Fig. 1: run 1, selected gate families
(6 px per um)
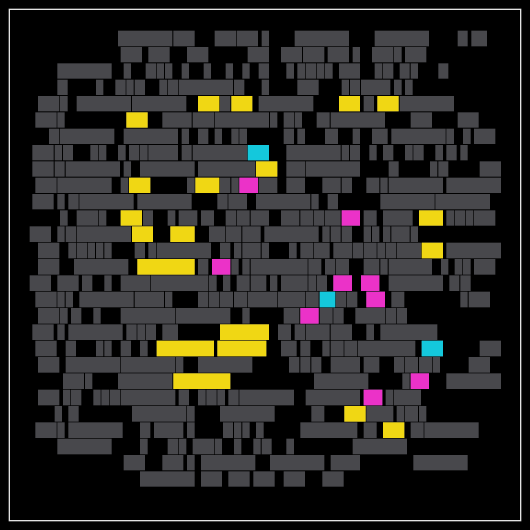
Fig. 2: run 1, wiring by layer
(4 px per um) Two of the layers only.
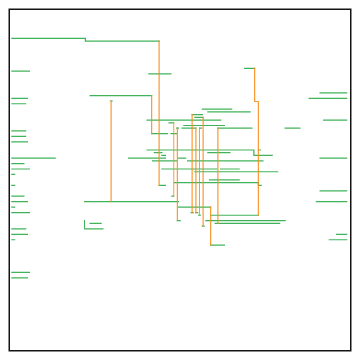
Fig. 3: run 1, the metal 1 layer
(4 px per um) Supply wires on this layer in gray.
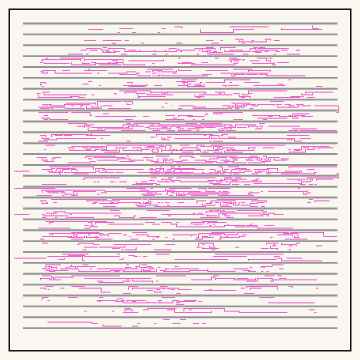
--- src/rtl/audio_pkg.sv ---
// Shared audio constants and types for the tone generators and the I2S blocks.
// Pure definitions: no latency, no flow control.
package audio_pkg;

  localparam int SAMPLE_W       = 24;
  localparam int SLOT_W         = 32;
  localparam int FRAME_BITS     = 64;
  localparam int DATA_FIRST_BIT = 1;

  localparam int BIT_CNT_W  = $clog2(FRAME_BITS);
  localparam int SLOT_IDX_W = $clog2(SLOT_W);

  typedef logic [SAMPLE_W-1:0] sample_t;

  typedef struct packed {
    sample_t left;
    sample_t right;
  } stereo_t;

  // Bit of a 24-bit word carried at position k of a 32-bit slot (MSB first, zero padded).
  function automatic logic slot_bit(input sample_t word, input logic [SLOT_IDX_W-1:0] k);
    int      ki;
    sample_t sh;
    ki = int'(k);
    if (ki >= DATA_FIRST_BIT && ki < DATA_FIRST_BIT + SAMPLE_W) begin
      sh = word << (ki - DATA_FIRST_BIT);
      return sh[SAMPLE_W-1];
    end
    return 1'b0;
  endfunction

endpackage

--- src/rtl/i2s_tx_if.sv ---
// Sample input and I2S pin bundle for the transmitter.
// The master drives enable and samples; the slave (i2s_tx) drives the strobe and the I2S pins.
interface i2s_tx_if;
  import audio_pkg::*;

  logic    enable;
  sample_t sample_l;
  sample_t sample_r;
  logic    sample_req;
  logic    bclk;
  logic    lrclk;
  logic    sdata;

  modport master (
    output enable, sample_l, sample_r,
    input  sample_req, bclk, lrclk, sdata
  );

  modport slave (
    input  enable, sample_l, sample_r,
    output sample_req, bclk, lrclk, sdata
  );

endinterface

--- src/rtl/i2s_clk_div.sv ---
// BCLK generator: divides sys_clk by 2*CLK_DIV, strobes the edge where bclk rises/falls.
// First rise CLK_DIV cycles after enable is first sampled high; no backpressure.
module i2s_clk_div #(
  parameter int CLK_DIV = 8
) (
  input  logic sys_clk,
  input  logic sys_rst_n,
  input  logic enable,
  output logic bclk,
  output logic rise_tick,
  output logic fall_tick
);

  localparam int CW = (CLK_DIV > 1) ? $clog2(CLK_DIV) : 1;

  logic [CW-1:0] div_cnt;
  logic          run;
  logic          term;

  // run holds the counter still on the first enabled edge so the phase is the same after reset or enable rise.
  assign term      = enable && run && (div_cnt == CW'(CLK_DIV - 1));
  assign rise_tick = term && !bclk;
  assign fall_tick = term && bclk;

  always_ff @(posedge sys_clk or negedge sys_rst_n) begin
    if (!sys_rst_n) begin
      div_cnt <= '0;
      bclk    <= 1'b0;
      run     <= 1'b0;
    end else if (!enable) begin
      div_cnt <= '0;
      bclk    <= 1'b0;
      run     <= 1'b0;
    end else begin
      run <= 1'b1;
      if (run) begin
        if (term) begin
          div_cnt <= '0;
          bclk    <= ~bclk;
        end else begin
          div_cnt <= div_cnt + CW'(1);
        end
      end
    end
  end

endmodule

--- src/rtl/i2s_tx.sv ---
// Philips I2S stereo transmitter: 32-bit slots, 24 data bits MSB first after a one-bit delay.
// sdata/lrclk update on BCLK falling events; one pair latched per frame with a sample_req pulse; no backpressure.
module i2s_tx
  import audio_pkg::*;
#(
  parameter int CLK_DIV = 8
) (
  input  logic    sys_clk,
  input  logic    sys_rst_n,
  i2s_tx_if.slave bus
);

  logic                 fall_tick;
  logic                 unused_rise_tick;
  logic [BIT_CNT_W-1:0] bit_cnt;
  logic [BIT_CNT_W-1:0] bit_nxt;
  stereo_t              hold;
  sample_t              slot_word;
  logic                 lrclk_q;
  logic                 sdata_q;
  logic                 sample_req_q;

  i2s_clk_div #(
    .CLK_DIV (CLK_DIV)
  ) u_clk_div (
    .sys_clk   (sys_clk),
    .sys_rst_n (sys_rst_n),
    .enable    (bus.enable),
    .bclk      (bus.bclk),
    .rise_tick (unused_rise_tick),
    .fall_tick (fall_tick)
  );

  assign bit_nxt   = bit_cnt + BIT_CNT_W'(1);
  assign slot_word = bit_nxt[BIT_CNT_W-1] ? hold.right : hold.left;

  always_ff @(posedge sys_clk or negedge sys_rst_n) begin
    if (!sys_rst_n) begin
      bit_cnt      <= '1;
      hold         <= '0;
      lrclk_q      <= 1'b0;
      sdata_q      <= 1'b0;
      sample_req_q <= 1'b0;
    end else if (!bus.enable) begin
      bit_cnt      <= '1;
      hold         <= '0;
      lrclk_q      <= 1'b0;
      sdata_q      <= 1'b0;
      sample_req_q <= 1'b0;
    end else begin
      sample_req_q <= 1'b0;
      if (fall_tick) begin
        bit_cnt <= bit_nxt;
        lrclk_q <= bit_nxt[BIT_CNT_W-1];
        sdata_q <= slot_bit(slot_word, bit_nxt[SLOT_IDX_W-1:0]);
        // Bit 0 is the delay bit, so the new pair is not needed until bit 1.
        if (bit_nxt == '0) begin
          hold.left    <= bus.sample_l;
          hold.right   <= bus.sample_r;
          sample_req_q <= 1'b1;
        end
      end
    end
  end

  assign bus.lrclk      = lrclk_q;
  assign bus.sdata      = sdata_q;
  assign bus.sample_req = sample_req_q;

endmodule

--- src/flat_wrapper.sv ---
// flat-port wrapper written by rule: the top's interface ports become plain ports
module i2s_tx_flat import audio_pkg::*;
#(
  parameter int CLK_DIV = 8
)
  (sys_clk, sys_rst_n, bus_enable, bus_sample_l, bus_sample_r, bus_sample_req, bus_bclk, bus_lrclk, bus_sdata);
  i2s_tx_if bus_i ();
  input  logic sys_clk;
  input  logic sys_rst_n;
  input wire logic [$bits(bus_i.enable)-1:0] bus_enable;
  input wire logic [$bits(bus_i.sample_l)-1:0] bus_sample_l;
  input wire logic [$bits(bus_i.sample_r)-1:0] bus_sample_r;
  output wire logic [$bits(bus_i.sample_req)-1:0] bus_sample_req;
  output wire logic [$bits(bus_i.bclk)-1:0] bus_bclk;
  output wire logic [$bits(bus_i.lrclk)-1:0] bus_lrclk;
  output wire logic [$bits(bus_i.sdata)-1:0] bus_sdata;
  assign bus_i.enable = bus_enable;
  assign bus_i.sample_l = bus_sample_l;
  assign bus_i.sample_r = bus_sample_r;
  assign bus_sample_req = bus_i.sample_req;
  assign bus_bclk = bus_i.bclk;
  assign bus_lrclk = bus_i.lrclk;
  assign bus_sdata = bus_i.sdata;
  i2s_tx #(.CLK_DIV(CLK_DIV)) u_core (.sys_clk(sys_clk), .sys_rst_n(sys_rst_n), .bus(bus_i));
endmodule
--- config.mk ---
export PLATFORM = sky130hd
export DESIGN_NAME = i2s_tx_flat
export DESIGN_NICKNAME = d
export VERILOG_FILES = /design/src/rtl/audio_pkg.sv /design/src/rtl/i2s_tx_if.sv /design/src/rtl/i2s_clk_div.sv /design/src/rtl/i2s_tx.sv /design/src/flat_wrapper.sv
export SDC_FILE = /design/constraint.sdc
export NUM_CORES = 1
export LEC_CHECK = 0
export CAP_MARGIN = 10
export CORE_MARGIN = 3
export CORE_UTILIZATION = 53
export DETAILED_ROUTE_END_ITERATION = 12
export GPL_ROUTABILITY_DRIVEN = 0
export GPL_TIMING_DRIVEN = 1
export PLACE_DENSITY = 0.8
export REMOVE_ABC_BUFFERS = 1
export SETUP_SLACK_MARGIN = 0.02
export SLEW_MARGIN = 5
export SYNTH_ARGS = -nofsm -noshare
export SYNTH_HDL_FRONTEND = slang
export SYNTH_SLANG_ARGS = --single-unit
--- constraint.sdc ---
create_clock -name sys_clk -period 3.4 [get_ports sys_clk]
set_input_delay 0.85 -clock sys_clk [delete_from_list [all_inputs] [get_ports sys_clk]]
set_output_delay 0.85 -clock sys_clk [all_outputs]
set_load 0.02 [all_outputs]
==> flow_summary.ini, run 1 <==
; implementation run metrics
[logic_synthesis]
largest_area_cell = dfrtp_1
yosys.area_share.adder_pct = 1.514
mux_area_share_pct = 8.403
yosysWarnings = 0
ys_cells = 374
synth.logic.top_family = simple AND/OR/NAND/NOR gates
flop_cell = dfrtp_1
netlist_area_mm2 = 0.003306
async_reset_ff_share_pct = 100.0

[clock_network]
cts.clk_slew.worst_paths_ns = 0.06
cts_resized = 0
cts_max_level = 3
numCtsBuffers = 9

[floorplan]
fp.dieW_um = 84.98
ios = 55
chipArea_mm2 = 0.007221

[critical_path]
r2r_end = u_core.bus.sdata
crit_buf_inv = 1
worstPathRequired_ns = 3.62
start_kind = register
cp_cell_sequence = inv_1 > ha_1 > nor3_1 > a32oi_1 > o21ai_1 > nand2_1 > o2111ai_1 > o311ai_0 > a221o_1
path_class = register to register
reg2reg_depth = 9

[global_routing]
grt_use_met2_pct = 30.51
grt_pass1_wl_mm = 11.82

[layout]
seq_area_mm2 = 0.001559
design.seq.count = 62
nFillCells = 496
num-nonclk-inverters = 6
area.growth.synth_to_final_pct = 22.07

[hold_path]
worstHoldEndpoint = u_core.hold[34]
hp-class = register to register

[job]
tool_warnings = 26
drv_cap = 0

[placed_design]
dp_cells = 479
hpwl_mm = 4.951

[detailed_routing]
met3_length_um = 496

[status]
status = finished, final reports clean

[timing]
timing_worst_slew_pin_value_ns = 0.7828
Notes on Fig. 1 above:
magenta -> XOR/XNOR gates  # cells 9
cyan -> AND-OR and OR-AND gates  # cells 3
yellow -> multiplexers  # cells 20
Cell Count, Final, Fillers Out: 494
combinational share of cell area: 39.78%
dominant logic cell type in the layout: nand2_1

Notes on Fig. 2 above:
orange -> metal 4  # wire length 278 um
green -> metal 3  # wire length 496 um
drt wl/cell: 14.65 um
via count: 2720

Notes on Fig. 3 above:
nets with wire on the layer = 413
wire length on this layer = 3210 um
share of all routed wire = 44%
longest straight run = 18.9 um
main direction = horizontal

[run 1: power breakdown]
part | switching [uW] | total (uW) | internal [uW]
registers | 2.62 | 743 | 741
logic | 33.8 | 88.7 | 54.9
clock network | 280 | 576 | 296
total | 316 | 1410 | 1090
[run 1: sequential cells by signal, summed over array words and instances (netlist names)]
register,flops
u_core.bus.lrclk,1
u_core.u_clk_div.run,1
u_core.bus.sample_req,1
u_core.hold,48
u_core.bit_cnt,6
u_core.bus.sdata,1
u_core.u_clk_div.div_cnt,3
u_core.u_clk_div.bclk,1
[run 1: placed cells by master, fill, tap and decap left out, drive strengths merged, types with 7 or more instances in the layout]
cell type	instances
nand3	8
mux2i	12
buf	7
o21ai	56
nand2	111
clkdlybuf4s50	52
nor2	9
xnor2	8
clkbuf	11
dfrtp	56
a21oi	7
[run 1: per-stage QoR]
stage	worst slack (ns)	hold WS [ns]	power, uW	area, um^2	TNS, ns
floorplan	-1.397	0.5033	763.3	3179	-68.25
global placement	0.4934	0.5053	845.3	3861	0
detailed placement	0.2653	0.5274	846.4	3861	0
CTS	0.2481	0.5362	1420	4035	0
global route	0.1176	0.5555	1464	4035	0
finish	0.3231	0.5357	1408	4035	0
[run 1: how the worst max path moves through the flow]
stage	start	to	slack [ns]	cells past startpoint
floorplan	u_core.bit_cnt[2]	u_core.hold[0]	-1.40	6
global placement	u_core.bit_cnt[0]	u_core.bus.sdata	0.49	9
detailed placement	u_core.bit_cnt[0]	u_core.bus.sdata	0.27	9
CTS	u_core.bit_cnt[0]	u_core.bus.sdata	0.25	9
global route	u_core.bit_cnt[0]	u_core.bus.sdata	0.12	9
finish	u_core.bit_cnt[0]	u_core.bus.sdata	0.32	9
==> run 1 -> run 2 <==
Settings changed: CORE_MARGIN 3 to 8.
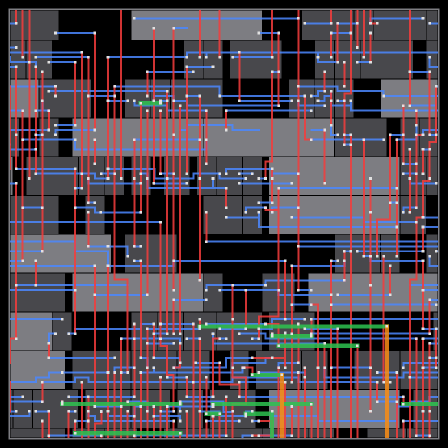
Fig. 4. Zoomed window (run 2).
Window x 32 to 62, y 51 to 81 um. Cells in gray, sequential cells in the stronger gray; small squares are vias.
blue -> metal 1
red -> metal 2
orange -> metal 4
green -> metal 3
netlist names of flops here include = u_core.hold (7)
most frequent = nand2_1 (24), o21ai_0 (9), dfrtp_1 (8)
cells with their middle in the window = 75
sequential cells in the window = 9

==> run 2 against run 1 <==
  * Global-route usage fell by 2.6 points
  * Register-to-register slack barely moved
  * Clock skew grew 0.00088 ns
  * Largest power group unchanged
  * Highest routed layer unchanged
==> flow_summary.ini, run 2 <==
; implementation run metrics
[logic_synthesis]
yosysWarnings = 0
topCellsByArea = dfrtp_1 (42%), nand2_1 (12%), o21ai_0 (8.5%), dfstp_2 (4.8%), mux2i_1 (3.6%)
async_reset_ff_share_pct = 100.0
largest_area_cell = dfrtp_1
flop_cell = dfrtp_1
ys_cells = 374

[detailed_routing]
post_drt_wl_per_cell_um = 15.54
met3_length_um = 479
vias = 2805

[power]
p_total_uw = 1447
netSwitchingFraction_pct = 21.69
p_int_uw = 1133
clkPwrFrac_pct = 42.4
p_sw_uw = 313.9
combinationalPowerShare_pct = 6.2

[floorplan]
chipArea_mm2 = 0.009020
ios = 55
fp.dieW_um = 94.98

[critical_path]
r2r_end = u_core.bus.sdata
path_class = register to register
reg2reg_depth = 6
cp-startpoint = u_core.bit_cnt[2]
worstPathRequired_ns = 3.63

[timing]
timing_worst_slew_pin_value_ns = 1.000
finalSetupTns_ns = 0
worst_slack_ns = 0.3376
hold_ws_ns = 0.5388

[layout]
layout_top_cells = nand2_1 (110), dfrtp_1 (56), o21ai_0 (55)
largest_reg_flops = 48
seq_area_mm2 = 0.001559
nFillCells = 480
area.growth.synth_to_final_pct = 22.18
final_cells = 496
top_register = u_core.hold
lay_top_count = nand2_1
final_area_mm2 = 0.004039

[placed_design]
dp_slack_ns = 0.3274
placed_area_mm2 = 0.003856

[clock_network]
cts_resized = 0
cts.clk_slew.worst_paths_ns = 0.06
numCtsBuffers = 9
cts_max_level = 3

[job]
tool_warnings = 26

[status]
status = finished, final reports clean

[global_routing]
grt_use_met2_pct = 27.52
grt_pass1_wl_mm = 12.79
==> run 2: cell counts after synthesis <==
No cell type changed its count.
==> run 2: how the worst min path moves through the flow <==
stage,start,to,slack (ns),cells after the start
4_1_cts,u_core.bus.lrclk,u_core.bus.lrclk,0.54,1
3_3_place_gp,u_core.bus.lrclk,u_core.bus.lrclk,0.51,1
2_1_floorplan,u_core.hold[26],u_core.hold[26],0.50,2
5_1_grt,u_core.hold[35],u_core.hold[35],0.56,2
6_report,u_core.bus.lrclk,u_core.bus.lrclk,0.54,1
3_5_place_dp,u_core.hold[2],u_core.hold[2],0.52,2
==> run 2: cell type report <==
type | count | area share, %
clock buffer | 12 | 3.346
timing repair buffer | 60 | 14.25
sequential | 62 | 38.60
multi-input combinational | 277 | 39.75
tap | 75 | 2.323
inverter | 6 | 0.5576
clock inverter | 4 | 1.177
==> run 2: logic make-up after synthesis <==
| kind of cell | Yosys count | synth area share [%] |
|---|---|---|
| buffers and inverters | 35 | 4.504 |
| muxes | 20 | 8.403 |
| and+or+nand+nor | 159 | 21.05 |
| adders and majority gates | 4 | 1.514 |
| DFF | 62 | 47.16 |
| AOI/OAI and AO/OA | 85 | 14.99 |
| xor gates and xnor gates | 9 | 2.385 |
==> run 2: power by group through the flow <==
| stage | Clock [uW] | Combinational (uW) | Sequential (uW) |
|---|---|---|---|
| 6_report | 613 | 90.3 | 744 |
| 5_1_grt | 650 | 100 | 744 |
| 4_1_cts | 628 | 92.2 | 743 |
| 3_5_place_dp | 0 | 91.8 | 757 |
| 3_3_place_gp | 0 | 89.9 | 757 |
| 2_1_floorplan | 0 | 6.80 | 757 |
==> run 2: critical path, stage by stage (launching register included) <==
cell,delay (ns)
dfstp_2,0.71
nand3_2,0.16
o21ai_0,0.30
and2_1,0.36
mux4_1,0.60
mux4_2,0.50
a221o_1,0.32
No activity file was given, so power comes from the tool's default toggle rates.
